==> config.mk <==
export PLATFORM = sky130hd
export DESIGN_NAME = traffic_density_ctrl_flat
export DESIGN_NICKNAME = d
export VERILOG_FILES = /design/src/rtl/traffic_density_ctrl_pkg.sv /design/src/rtl/traffic_density_ctrl_if.sv /design/src/rtl/traffic_density_ctrl_window_avg.sv /design/src/rtl/traffic_density_ctrl.sv /design/src/flat_wrapper.sv
export SDC_FILE = /design/constraint.sdc
export NUM_CORES = 1
export LEC_CHECK = 0
export CORE_MARGIN = 2
export CORE_UTILIZATION = 45
export CTS_BUF_LIST = sky130_fd_sc_hd__clkbuf_8
export DETAILED_ROUTE_END_ITERATION = 8
export GPL_ROUTABILITY_DRIVEN = 0
export PLACE_DENSITY = 0.83
export REMOVE_ABC_BUFFERS = 1
export SLEW_MARGIN = 20
export SYNTH_ARGS = -nofsm -noshare
export SYNTH_HDL_FRONTEND = slang
export SYNTH_SLANG_ARGS = --single-unit
==> constraint.sdc <==
create_clock -name clk -period 2.42 [get_ports clk]
set_input_delay 0.363 -clock clk [delete_from_list [all_inputs] [get_ports clk]]
set_output_delay 0.363 -clock clk [all_outputs]
set_load 0.005 [all_outputs]
==> src/rtl/traffic_density_ctrl_pkg.sv <==
`default_nettype none
// ============================================================================
// Module      : traffic_pkg
// Description : Shared types and constants for the traffic density controller
//               (density level, window-averager state, FSM count width).
// Revision    : 1.0 - initial release
// ============================================================================
package traffic_pkg;

  // Density classification handed to the traffic-light FSM
  typedef enum logic [0:0] {
    LOW  = 1'b0,
    HIGH = 1'b1
  } density_t;

  // Window averager: collect frames, then one evaluation cycle
  typedef enum logic [0:0] {
    ACCUM = 1'b0,
    EVAL  = 1'b1
  } dens_state_t;

  // Width of the red/green second counts consumed by the FSM
  localparam int CNT5_W = 5;

endpackage
`default_nettype wire

==> src/rtl/traffic_density_ctrl_if.sv <==
`default_nettype none
// ============================================================================
// Module      : traffic_density_ctrl_if
// Description : Bundle between the video pipeline / traffic FSM (master) and
//               the density controller (slave). Optional macro
//               TRAFFIC_FORCE_EN adds the force_en / force_sel override pair.
// Revision    : 1.0 - initial release
// ============================================================================
interface traffic_density_ctrl_if #(
  parameter int CNT_W = 8
);
  import traffic_pkg::*;

`ifdef TRAFFIC_FORCE_EN
  logic                force_en;
  logic                force_sel;
`endif
  logic                frame_valid;
  logic [CNT_W-1:0]    car_count;
  logic                tr_valid;
  logic                traffic_sel;
  logic [CNT5_W-1:0]   howmany_count_red;
  logic [CNT5_W-1:0]   howmany_count_green;
  logic [CNT_W-1:0]    density_avg;
  logic                decision_pending;

  modport master (
`ifdef TRAFFIC_FORCE_EN
    output force_en,
    output force_sel,
`endif
    output frame_valid,
    output car_count,
    output tr_valid,
    input  traffic_sel,
    input  howmany_count_red,
    input  howmany_count_green,
    input  density_avg,
    input  decision_pending
  );

  modport slave (
`ifdef TRAFFIC_FORCE_EN
    input  force_en,
    input  force_sel,
`endif
    input  frame_valid,
    input  car_count,
    input  tr_valid,
    output traffic_sel,
    output howmany_count_red,
    output howmany_count_green,
    output density_avg,
    output decision_pending
  );

endinterface
`default_nettype wire

==> src/rtl/traffic_density_ctrl_window_avg.sv <==
`default_nettype none
// ============================================================================
// Module      : density_window_avg
// Description : Sums 2^WIN_LOG2 per-frame vehicle counts, then spends one
//               EVAL cycle presenting the truncated average (avg_valid_o).
//               A frame arriving during EVAL opens the next window.
// Revision    : 1.0 - initial release
// ============================================================================
module density_window_avg
  import traffic_pkg::*;
#(
  parameter int WIN_LOG2 = 2,
  parameter int CNT_W    = 8
) (
  input  wire logic             clk,
  input  wire logic             reset,
  input  wire logic             frame_valid_i,
  input  wire logic [CNT_W-1:0] car_count_i,
  output logic      [CNT_W-1:0] avg_o,
  output logic                  avg_valid_o
);

  // Sum of a full window of maximum counts fits without overflow
  localparam int ACC_W = CNT_W + WIN_LOG2;
  localparam logic [WIN_LOG2-1:0] c_last_frm = '1;
  localparam logic [WIN_LOG2-1:0] c_one_frm  = WIN_LOG2'(1);

  logic [ACC_W-1:0]    acc_q;
  logic [WIN_LOG2-1:0] frm_cnt_q;
  dens_state_t         state_q;
  logic [ACC_W-1:0]    w_cnt_ext;

  assign w_cnt_ext = {{WIN_LOG2{1'b0}}, car_count_i};

  // Window FSM: accumulate frames, then a single evaluation cycle
  always_ff @(posedge clk) begin
    if (!reset) begin
      acc_q     <= '0;
      frm_cnt_q <= '0;
      state_q   <= ACCUM;
    end else begin
      case (state_q)
        ACCUM: begin
          if (frame_valid_i) begin
            acc_q     <= acc_q + w_cnt_ext;
            frm_cnt_q <= frm_cnt_q + 1'b1;
            if (frm_cnt_q == c_last_frm) begin
              state_q <= EVAL;
            end
          end
        end
        EVAL: begin
          state_q <= ACCUM;
          if (frame_valid_i) begin
            acc_q     <= w_cnt_ext;
            frm_cnt_q <= c_one_frm;
          end else begin
            acc_q     <= '0;
            frm_cnt_q <= '0;
          end
        end
        default: begin
          state_q <= ACCUM;
        end
      endcase
    end
  end

  // Truncating divide by the window length is a plain bit slice
  assign avg_o       = acc_q[ACC_W-1:WIN_LOG2];
  assign avg_valid_o = (state_q == EVAL);

endmodule
`default_nettype wire

==> src/rtl/traffic_density_ctrl.sv <==
`default_nettype none
// ============================================================================
// Module      : traffic_density_ctrl
// Description : Classifies windowed vehicle density LOW/HIGH with hysteresis
//               and commits the decision (level + red/green seconds) to the
//               traffic FSM only on its tr_valid pulse.
//               Optional macro TRAFFIC_FORCE_EN: force_en/force_sel override
//               the committed level.
// Revision    : 1.0 - initial release
// ============================================================================
module traffic_density_ctrl
  import traffic_pkg::*;
#(
  parameter int WIN_LOG2     = 2,
  parameter int CNT_W        = 8,
  parameter int TH_HIGH      = 20,
  parameter int TH_LOW       = 12,
  parameter int RED_T_LOW    = 10,
  parameter int GREEN_T_LOW  = 10,
  parameter int RED_T_HIGH   = 5,
  parameter int GREEN_T_HIGH = 20
) (
  input  wire logic          clk,
  input  wire logic          reset,
  traffic_density_ctrl_if.slave bus
);

  localparam logic [CNT_W-1:0]  c_th_high  = CNT_W'(TH_HIGH);
  localparam logic [CNT_W-1:0]  c_th_low   = CNT_W'(TH_LOW);
  localparam logic [CNT5_W-1:0] c_red_low  = CNT5_W'(RED_T_LOW);
  localparam logic [CNT5_W-1:0] c_grn_low  = CNT5_W'(GREEN_T_LOW);
  localparam logic [CNT5_W-1:0] c_red_high = CNT5_W'(RED_T_HIGH);
  localparam logic [CNT5_W-1:0] c_grn_high = CNT5_W'(GREEN_T_HIGH);

  logic [CNT_W-1:0]  w_avg;
  logic              w_avg_valid;
  density_t          w_commit_sel;
  density_t          w_target;

  density_t          level_q,  level_d;
  density_t          sel_q,    sel_d;
  logic [CNT5_W-1:0] red_q,    red_d;
  logic [CNT5_W-1:0] grn_q,    grn_d;
  logic [CNT_W-1:0]  avg_q,    avg_d;
  logic              pend_q,   pend_d;

  density_window_avg #(
    .WIN_LOG2 (WIN_LOG2),
    .CNT_W    (CNT_W)
  ) u_window_avg (
    .clk           (clk),
    .reset         (reset),
    .frame_valid_i (bus.frame_valid),
    .car_count_i   (bus.car_count),
    .avg_o         (w_avg),
    .avg_valid_o   (w_avg_valid)
  );

  // Next-state: hysteresis on a fresh average, commit on tr_valid
  always_comb begin
    level_d = level_q;
    avg_d   = avg_q;
    if (w_avg_valid) begin
      avg_d = w_avg;
      if (level_q == LOW && w_avg >= c_th_high) begin
        level_d = HIGH;
      end else if (level_q == HIGH && w_avg <= c_th_low) begin
        level_d = LOW;
      end
    end

    // The commit samples level_q, so a coincident evaluation waits a turn
`ifdef TRAFFIC_FORCE_EN
    w_commit_sel = bus.force_en ? density_t'(bus.force_sel) : level_q;
    w_target     = bus.force_en ? density_t'(bus.force_sel) : level_d;
`else
    w_commit_sel = level_q;
    w_target     = level_d;
`endif

    sel_d = sel_q;
    red_d = red_q;
    grn_d = grn_q;
    if (bus.tr_valid) begin
      sel_d = w_commit_sel;
      red_d = (w_commit_sel == HIGH) ? c_red_high : c_red_low;
      grn_d = (w_commit_sel == HIGH) ? c_grn_high : c_grn_low;
    end

    pend_d = (w_target != sel_d);
  end

  // Decision and output registers
  always_ff @(posedge clk) begin
    if (!reset) begin
      level_q <= LOW;
      sel_q   <= LOW;
      red_q   <= c_red_low;
      grn_q   <= c_grn_low;
      avg_q   <= '0;
      pend_q  <= 1'b0;
    end else begin
      level_q <= level_d;
      sel_q   <= sel_d;
      red_q   <= red_d;
      grn_q   <= grn_d;
      avg_q   <= avg_d;
      pend_q  <= pend_d;
    end
  end

  assign bus.traffic_sel         = (sel_q == HIGH);
  assign bus.howmany_count_red   = red_q;
  assign bus.howmany_count_green = grn_q;
  assign bus.density_avg         = avg_q;
  assign bus.decision_pending    = pend_q;

endmodule
`default_nettype wire

==> src/flat_wrapper.sv <==
// flat-port wrapper written by rule: the top's interface ports become plain ports
module traffic_density_ctrl_flat import traffic_pkg::*;
#(
  parameter int WIN_LOG2     = 2,
  parameter int CNT_W        = 8,
  parameter int TH_HIGH      = 20,
  parameter int TH_LOW       = 12,
  parameter int RED_T_LOW    = 10,
  parameter int GREEN_T_LOW  = 10,
  parameter int RED_T_HIGH   = 5,
  parameter int GREEN_T_HIGH = 20
)
  (clk, reset, bus_frame_valid, bus_car_count, bus_tr_valid, bus_traffic_sel, bus_howmany_count_red, bus_howmany_count_green, bus_density_avg, bus_decision_pending);
  traffic_density_ctrl_if #(.CNT_W(CNT_W)) bus_i ();
  input  wire logic clk;
  input  wire logic reset;
  input wire logic [$bits(bus_i.frame_valid)-1:0] bus_frame_valid;
  input wire logic [$bits(bus_i.car_count)-1:0] bus_car_count;
  input wire logic [$bits(bus_i.tr_valid)-1:0] bus_tr_valid;
  output wire logic [$bits(bus_i.traffic_sel)-1:0] bus_traffic_sel;
  output wire logic [$bits(bus_i.howmany_count_red)-1:0] bus_howmany_count_red;
  output wire logic [$bits(bus_i.howmany_count_green)-1:0] bus_howmany_count_green;
  output wire logic [$bits(bus_i.density_avg)-1:0] bus_density_avg;
  output wire logic [$bits(bus_i.decision_pending)-1:0] bus_decision_pending;
  assign bus_i.frame_valid = bus_frame_valid;
  assign bus_i.car_count = bus_car_count;
  assign bus_i.tr_valid = bus_tr_valid;
  assign bus_traffic_sel = bus_i.traffic_sel;
  assign bus_howmany_count_red = bus_i.howmany_count_red;
  assign bus_howmany_count_green = bus_i.howmany_count_green;
  assign bus_density_avg = bus_i.density_avg;
  assign bus_decision_pending = bus_i.decision_pending;
  traffic_density_ctrl #(.WIN_LOG2(WIN_LOG2), .CNT_W(CNT_W), .TH_HIGH(TH_HIGH), .TH_LOW(TH_LOW), .RED_T_LOW(RED_T_LOW), .GREEN_T_LOW(GREEN_T_LOW), .RED_T_HIGH(RED_T_HIGH), .GREEN_T_HIGH(GREEN_T_HIGH)) u_core (.clk(clk), .reset(reset), .bus(bus_i));
endmodule
clock_wires.png
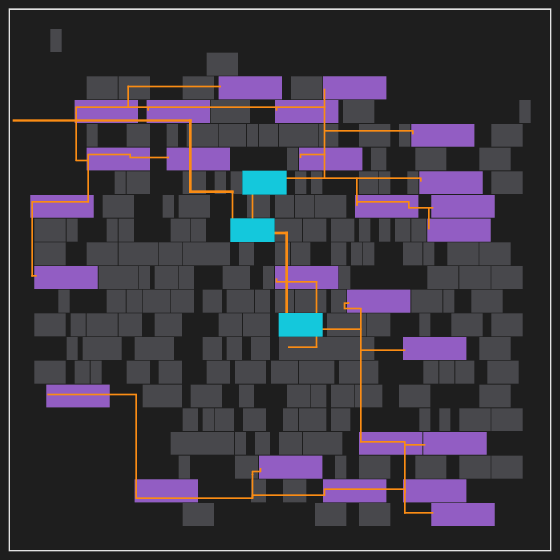
clock-net drivers -> cyan  # count 3
clock wires -> orange  # length 317 um
flip-flops -> purple  # count 26
flops lie = all over the die
routed clock nets = 4
clock share of power: 33.5%
clk_lat worst skew: 0.27 ns

port_trees.png
The bar under the picture is 20 um long.
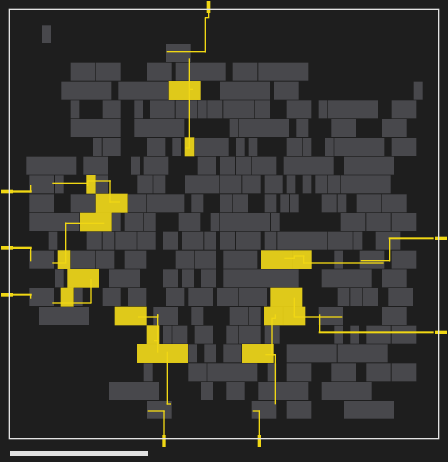
bus_car_count -> yellow  # bits 8, direction input, end cells 17, buffers 8, wire 172 um
I/O pin count: 32
IO Port Bufs: 29

==> impl_metrics.py <==
# Auto-generated metrics
metrics = {
    "global_route": {
        "grt_max_degree": 16,
        "grt_pass1_wl_um": 5500,
        "grt_pass1_vias": 1254,
        "antenna_found_initial": 0,
        "grt_overflow": 0,
    },
    "synth": {
        "mux_share_pct": 9.26,
        "synthSimpleGateAreaFrac_pct": 17.5,
        "netlist_logic_family_top": "AND-OR/OR-AND gates",
        "synth_cells": 170,
        "top_area_share_pct": 34.4,
        "postSynthAreaPerCell_um2": 8.90,
        "synthesis.area_mm2": 0.00151,
        "yosys_area_mm2": 0.00151,
        "edf_count": 0,
        "yosysCellCount": 170,
        "most_common_cell": "dfxtp_1",
        "area_leaders": "dfxtp_1 (34%), mux2i_1 (9.3%), ha_1 (7.4%), nor2_1 (5.2%), buf_4 (4.5%)",
        "synth_cell_types": 48,
        "synth_top_flop_cell": "dfxtp_1",
        "largest_area_cell": "dfxtp_1",
        "numSynthFlops": 26,
        "common_cells": "dfxtp_1 (26), nor2_1 (21), mux2i_1 (14), a21oi_1 (13)",
        "yosys_warnings": 0,
        "synth-async-reset-ratio_pct": 0,
        "xor_share_pct": 1.74,
        "yosys.area_share.adder_pct": 8.77,
        "yosysSeqAreaShare_pct": 34.4,
    },
    "worst_setup_path": {
        "r2r-start": "u_core.u_window_avg.acc_q[0]$_SDFFE_PN0P_",
        "reg2reg_to": "u_core.u_window_avg.acc_q[4]$_SDFFE_PN0P_",
        "cp_top_family": "AND-OR/OR-AND gates",
        "cp-startpoint": "bus_car_count[0]",
        "path_cells": "clkdlybuf4s50_1 -> ha_1 -> fa_1 -> a21o_2 -> a21oi_1 -> nor3_1 -> o311a_1",
        "critPathLaunchType": "input pin",
        "arrival_ns": 2.27,
        "crit_type": "in2reg",
        "critPathCaptureType": "flop",
        "r2r_setup_slack_ns": 0.55,
        "crit_buf_inv": 1,
        "ff2ff_path_depth": 6,
        "worst_ep_required_time_ns": 2.59,
        "endpoint": "u_core.u_window_avg.acc_q[4]$_SDFFE_PN0P_",
        "crit_cells": 7,
        "slowest_stage": "clkdlybuf4s50_1",
        "crit_path_max_fanout": 3,
        "max_stage_delay_ns": 0.43,
    },
    "place": {
        "place_ws_ns": 0.0141,
        "dp_hpwl_um": 2390,
        "placed_area_mm2": 0.00181,
    },
    "worst_hold_path": {
        "min_to": "u_core.u_window_avg.acc_q[9]$_SDFFE_PN0P_",
        "hold_start": "u_core.u_window_avg.acc_q[9]$_SDFFE_PN0P_",
        "hp-class": "reg2reg",
        "holdPathStages": 2,
    },
    "floorplan": {
        "num_rows": 21,
        "die_h_um": 62.0,
        "chipArea_mm2": 0.00384,
        "fp_util_pct": 46.1,
        "core_mm2": 0.00328,
        "die_x_um": 62.0,
    },
    "sta": {
        "period_used_pct": 87.0,
        "fmax_mhz": 475,
        "finalCriticalPeriod_ns": 2.11,
        "whs_ns": 0.497,
        "slew_violations": 0,
        "setup_viol": 0,
        "slew_headroom_pct": 56.7,
        "fin_skew_ns": 0.00452,
        "hold_violations": 0,
        "setup_slack_ns": 0.315,
        "rsz0062_at_grt": "no",
        "tightestPinTransition_ns": 0.649,
    },
    "final_layout": {
        "layout-drive-gt1-share_pct": 8.21,
        "antennaDiodeCount": 0,
        "syn_to_final_growth_pct": 24.1,
        "nets": 218,
    },
    "clocking": {
        "h-tree-depth": 1,
        "cts_setup_buffers": 0,
        "cts_hold_buf": 0,
        "clk_transition_reported_paths_ns": 0.09,
        "cts_inserted_buffers": 3,
        "clock_sinks": 26,
        "cts_root_buffer": "clkbuf_8",
        "cts_resized": 0,
    },
    "drt": {
        "ant_nets": 0,
        "via_count": 1278,
        "drtIter0Drc": 41,
        "vias_per_cell": 5.30,
        "wirelength_um": 3160,
        "drc": 0,
    },
    "power_and_ir_drop": {
        "vdd_drop_max_uv": 248,
        "cellLeakagePower_nw": 0.764,
        "power_density_mw_per_mm2": 574,
        "power_mw": 1.08,
    },
    "flow_run": {
        "drv_cap": 0,
        "warning_count": 25,
    },
    "outcome": {
        "status": "complete, no violations",
    },
}
congestion_map.png
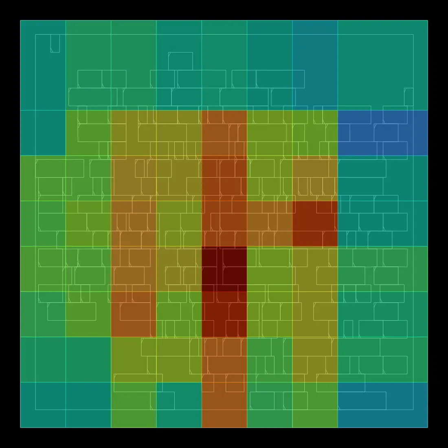
Util after Layout: 57.1%
Wirelength per Cell: 13.1 um
GRT met3 Usage: 2.69%
total global routing track utilization: 19.2%
met2 Resource Use GR: 33.5%

ff_map.png
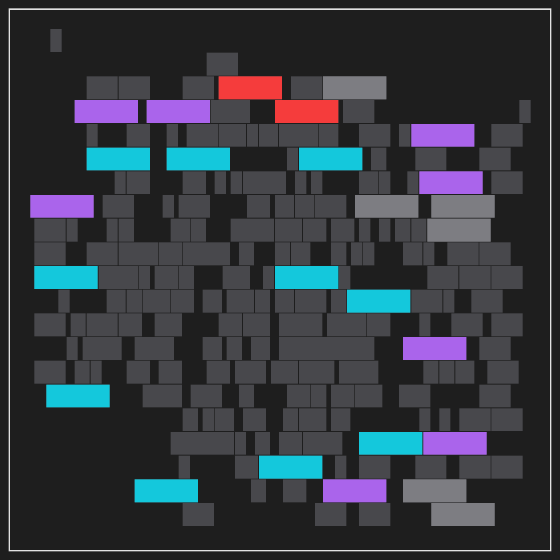
u_core.u_window_avg.frm_cnt_q -> red  # flops 2
u_core.u_window_avg.acc_q -> cyan  # flops 10
u_core.bus.density_avg -> purple  # flops 8, where all over the die
not coloured = 6
storage element area: 520 um2
seq pwr: 475 uW
Seq area share: 27.7%

-- sequential cells by signal, summed over array words and instances, names as in the netlist --
register,flops
u_core.bus.decision_pending,1
u_core.bus.density_avg,8
u_core.bus.howmany_count_red,2
u_core.bus.traffic_sel,1
u_core.level_q,1
u_core.u_window_avg.acc_q,10
u_core.u_window_avg.avg_valid_o,1
u_core.u_window_avg.frm_cnt_q,2
-- cells in the final DEF (no fill, tap or decap), types with 2 or more instances in the layout --
cell type / netlist / final
nor3_1: 3 / 3
clkdlybuf4s50_1: 0 / 29
and3_1: 5 / 5
o311a_1: 2 / 2
a21oi_1: 13 / 13
nand2_1: 7 / 7
conb_1: 1 / 2
or3_1: 2 / 2
inv_1: 5 / 5
a22oi_1: 2 / 2
ha_1: 9 / 9
o21ai_1: 2 / 2
nor3b_1: 3 / 3
nand2b_1: 3 / 3
a31oi_1: 2 / 2
xnor2_1: 3 / 3
clkbuf_8: 0 / 3
a21o_2: 2 / 2
o21ai_0: 4 / 4
mux2i_1: 14 / 14
nor2_1: 21 / 21
buf_4: 9 / 5
dfxtp_1: 26 / 26
a21o_1: 3 / 3
o211ai_1: 2 / 2
-- tightest hold or removal path, delay by kind of cell (launching register included) --
family	cells	cell delay, ns
mux	1	0.05
simple gates	1	0.06
flops	1	0.34
-- logic make-up (layout without fill, tap and decap cells) --
family | Yosys count | after routing
simple gates | 52 | 52
compound gates | 44 | 44
flops | 26 | 26
buf+inv | 20 | 44
mux | 14 | 14
fa+ha+maj | 10 | 10
xor+xnor | 3 | 3
other cells | 1 | 2
-- area by class of cell --
| cell class | count | area (um2) |
|---|---|---|
| Clock buffer | 3 | 41.3 |
| Clock inverter | 1 | 30.0 |
| Fill cell | 316 | 1410 |
| Inverter | 6 | 22.5 |
| Multi-Input combinational cell | 125 | 877 |
| Sequential cell | 26 | 520 |
| Tap cell | 46 | 57.6 |
| Timing Repair Buffer | 34 | 328 |
-- report_power, final --
group	leakage (nW)	total [mW]	internal (mW)	switching [mW]
Clock	0.0357	0.360	0.221	0.139
Sequential	0.211	0.475	0.450	0.0246
Combinational	0.517	0.242	0.118	0.124
Total	0.764	1.08	0.789	0.288
-- through the flow --
stage / std cells / utilization [%]
floorplan: 157 / -
global placement: 237 / 55.0
detailed placement: 237 / 55.0
CTS: 241 / 57.1
global route: 241 / 57.1
finish: 241 / 57.1
-- routing by layer --
metal,GRT usage (%),routed length (um),up-vias
met2,33.5,1540,35
li1,-,-,653
met3,2.69,145,4
met1,24.7,1450,586
met4,5.17,19,0
met5,0,0,-
Power figures rest on the tool's default switching activity, not on a simulated workload.
